Design viterbi_out_select, sky130hd; sources not shown.
==> run_1/m1.png <==
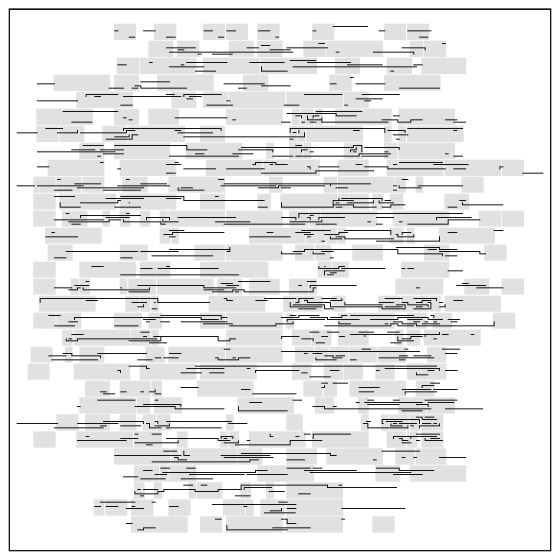
nets with wire on the layer	279
main direction	horizontal
count of vias placed by the detailed router: 1829
Global Route met1 Usage: 21.5%
aggregate routed wire length: 5200 µm

==> run_1/m2.png <==
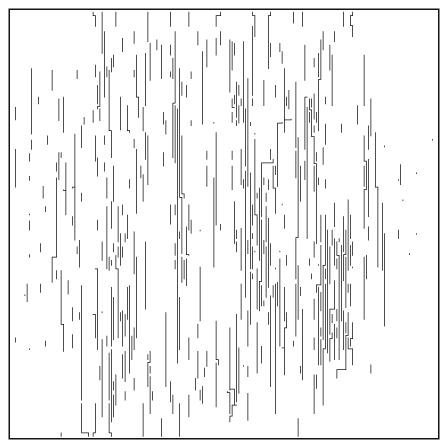
nets with wire on the layer	264
longest straight run	51.3 µm
global-route track usage on met2: 23.8%

==> run_1/congestion_map.png <==
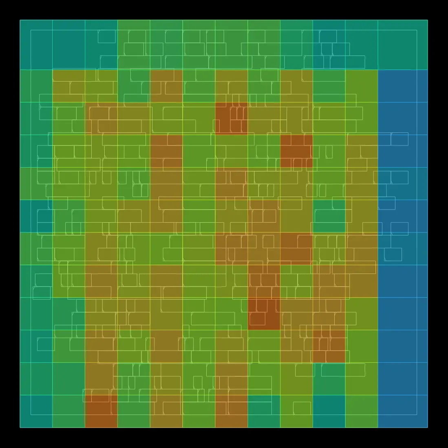
share of the core filled with cells in the final layout: 54.9%
Routed WL per cell: 14.6 µm

==> flow_summary.toml, run 1 <==
# generated from flow reports
[worst_setup_path]
r2r.worst_path.cells = 8
cp_cell_sequence = "inv_1 > ha_1 > nor2b_2 > o211a_4 > o211ai_4 > xor2_1 > or4_1 > a31oi_1"
critical_path_depth = 8

[route]
met3_wire_len_um = 157
detail_route.vias_per_cell = 5.12

[logic_synthesis]
synth-cells-yosys = 228
yosys_warnings = 0
synth.lib_cells_used.distinct = 36
biggest_area_contributors_in_the_synthesized_netlist = "dfrtp_1, mux2_2, ha_1"
synth_flops = 71
post_synth.cell_area_avg_um2 = 13.1
ys_sh_mux_pct = 13.1

[power]
net-switching-power_mw = 0.853
power_share_of_the_combinational_group_pct = 24.5
power.internal_mw = 2.05
p_leak_nw = 1.58
powerSeq_mw = 1.34
total_design_power_mw = 2.90
irDropWorstVdd_mv = 0.407
sw_frac_of_total_pct = 29.4
share_clk_of_total_power_pct = 29.2

[timing]
final.setup.tns_ns = 0
hold_viol_final = 0
slew_violations = 0
fin_crit_ns = 2.40

[place]
placed_cells_incl_taps = 341
port-buffer-count = 39
place.gp.congestion = 0.755

[global_route]
vias_in_the_first_global_route = 1779
grtUsageTotal_pct = 15.6
antenna_violations_before_repair = 0

[finish]
layout.cells.most_common_list = "dfrtp_1, clkdlybuf4s50_1, mux2_2"
final_layout_top_logic_cell = "dfrtp_1"
drive_above_1_share_pct = 24.2
final.clkbuf_count = 9
diodes = 0
stdcell_area_um2 = 3670
largest_register_ff_count = 39

[clock_network]
hold_buffers = 0
cts-root-to-sink-buffers = 2
post_cts_resized = 0
cts.reportedPaths.clkPinSlew_ns = 0.07
cell_at_the_root_of_the_clock_tree = "clkbuf_8"
clkLatencyLatePin_ns = 0.34

[die]
placeableCoreArea_um2 = 6680
floorplan.rows = 30
dieHeight_um = 86.5
tap_cells = 80
floorplan.initialDensity_pct = 44.8

[hold_path]
worst_hold_path.num_cells = 0
hold_path.class = "reg -> reg"

[job]
openroad.warnings = 25

[outcome]
run_status = "finished, final reports clean"
==> inputs of run 2 (changes only) <==
- CELL_PAD_IN_SITES_DETAIL_PLACEMENT: default -> 0
- CELL_PAD_IN_SITES_GLOBAL_PLACEMENT: default -> 2
- CORE_UTILIZATION: 44 -> 37
- PLACE_DENSITY: 0.63 -> 0.75
- RECOVER_POWER: default -> 50
==> run_2/m1.png <==
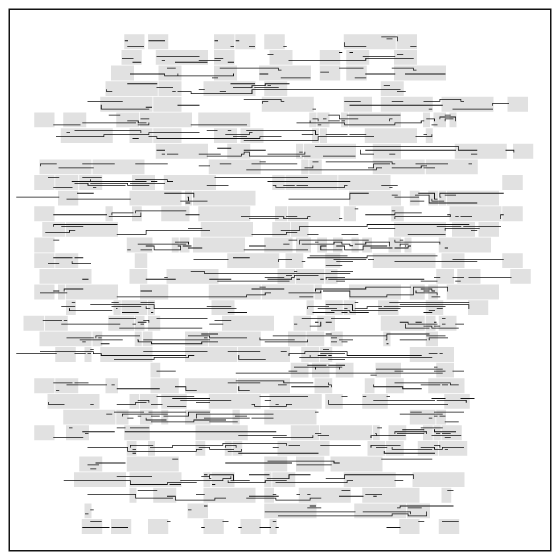
share of all routed wire	52%
wire length on this layer	2800 µm
longest straight run	35.9 µm
count of vias placed by the detailed router: 1805
aggregate routed wire length: 5390 µm
Global Route met1 Usage: 21.0%

==> run 2 against run 1 <==
The flow now finishes with violations (max-capacitance violations, max-slew violations). Cell area grew 1.8%. Critical path type unchanged. Clock skew grew 0.0016 ns. Sequential power is essentially flat. Critical path depth grew 1. Synthesized area is the same. Largest power group unchanged. Worst hold slack lost 0.015 ns. Register-to-register slack lost 0.07 ns. Maximum frequency shrank 2.7%. Highest routed layer unchanged. Via count shrank 1.3%.
==> flow_summary.toml, run 2 <==
# generated from flow reports
[route]
detail_route.vias_per_cell = 4.76
detailedRoute.firstPassIterationCount = 4
wire_per_inst_um = 14.2
met3_wire_len_um = 175

[logic_synthesis]
summed_instance_area_of_the_synthesized_netlist_um2 = 2990
synth-cells-yosys = 228
synth.lib_cells_used.distinct = 36
most_frequent_cells_after_synthesis = "dfrtp_1, mux2_2, nand2_1"
synth_flops = 71
post_synth.cell_area_avg_um2 = 13.1
yosys_warnings = 0
biggest_area_contributors_in_the_synthesized_netlist = "dfrtp_1, mux2_2, ha_1"
flop_cell = "dfrtp_1"
ys_sh_mux_pct = 13.1
yosysTopAreaCell = "dfrtp_1"
area_fraction_in_full_adders_half_adders_and_majority_gates_pct = 3.76

[worst_setup_path]
cp_cell_sequence = "inv_1 > ha_1 > nor2b_2 > o211a_4 > a21o_1 > nand2_2 > o21ai_0 > or4_1 > a31oi_1"
critical_path_depth = 9
worstPathArrival_ns = 2.73
cp-start-kind = "flop"
r2r.worst_path.cells = 9

[clock_network]
clkLatencyLatePin_ns = 0.34
post_cts_resized = 0
cts_inserted_buffers = 9
clock_tree_from_tritoncts = "done"
htree_levels = 3
hold_buffers = 0
cell_at_the_root_of_the_clock_tree = "clkbuf_8"
cts-root-to-sink-buffers = 2
cts.reportedPaths.clkPinSlew_ns = 0.07
cts.sinks = 71

[power]
share_clk_of_total_power_pct = 32.3
sw_frac_of_total_pct = 27.8
net-switching-power_mw = 0.842
power.internal_mw = 2.19
power_share_of_the_combinational_group_pct = 23.5
powerSeq_mw = 1.34
total_design_power_mw = 3.03
p_leak_nw = 1.60
irDropWorstVdd_mv = 0.264
power.clock.total_mw = 0.979

[outcome]
violated_checks = "max-capacitance violations, max-slew violations"
run_status = "finished, violations left"

[global_route]
antenna_violations_before_repair = 0
grtUsageTotal_pct = 14.2
vias_in_the_first_global_route = 1780

[finish]
final.clkbuf_count = 11
layout.cells.most_common_list = "dfrtp_1, clkdlybuf4s50_1, mux2_2"
stdcell_area_um2 = 3730
largest_register_ff_count = 39
final_layout_top_logic_cell = "dfrtp_1"
diodes = 0
postLayoutCoreUtil_pct = 48.1
drive_above_1_share_pct = 23.8

[place]
place.gp.congestion = 0.712
placed_cells_incl_taps = 363
port-buffer-count = 39

[timing]
final_critical_path_setup_slack_ns = 0.188
fin_crit_ns = 2.46
final.setup.tns_ns = 0
hold_viol_final = 0
slew_violations = 36
finalSetupViolations = 0

[die]
placeableCoreArea_um2 = 7770
dieHeight_um = 93.9
floorplan.initialDensity_pct = 38.5
floorplan.rows = 32
tap_cells = 102

[job]
openroad.warnings = 25
maxCapViolCount = 1

[hold_path]
hold_path.class = "reg -> reg"
worst_hold_path.num_cells = 0
==> run_2/m2.png <==
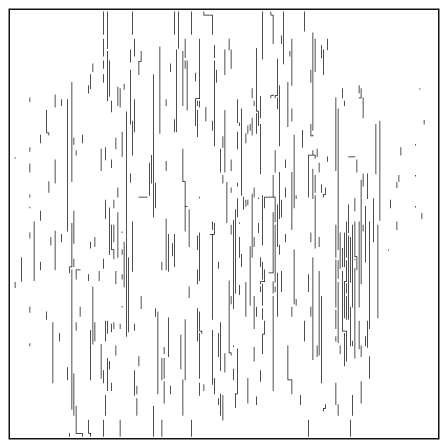
nets with wire on the layer	258
main direction	vertical
share of all routed wire	42%
wire length on this layer	2260 µm
global-route track usage on met2: 18.7%

Power figures rest on the tool's default switching activity, not on a simulated workload.
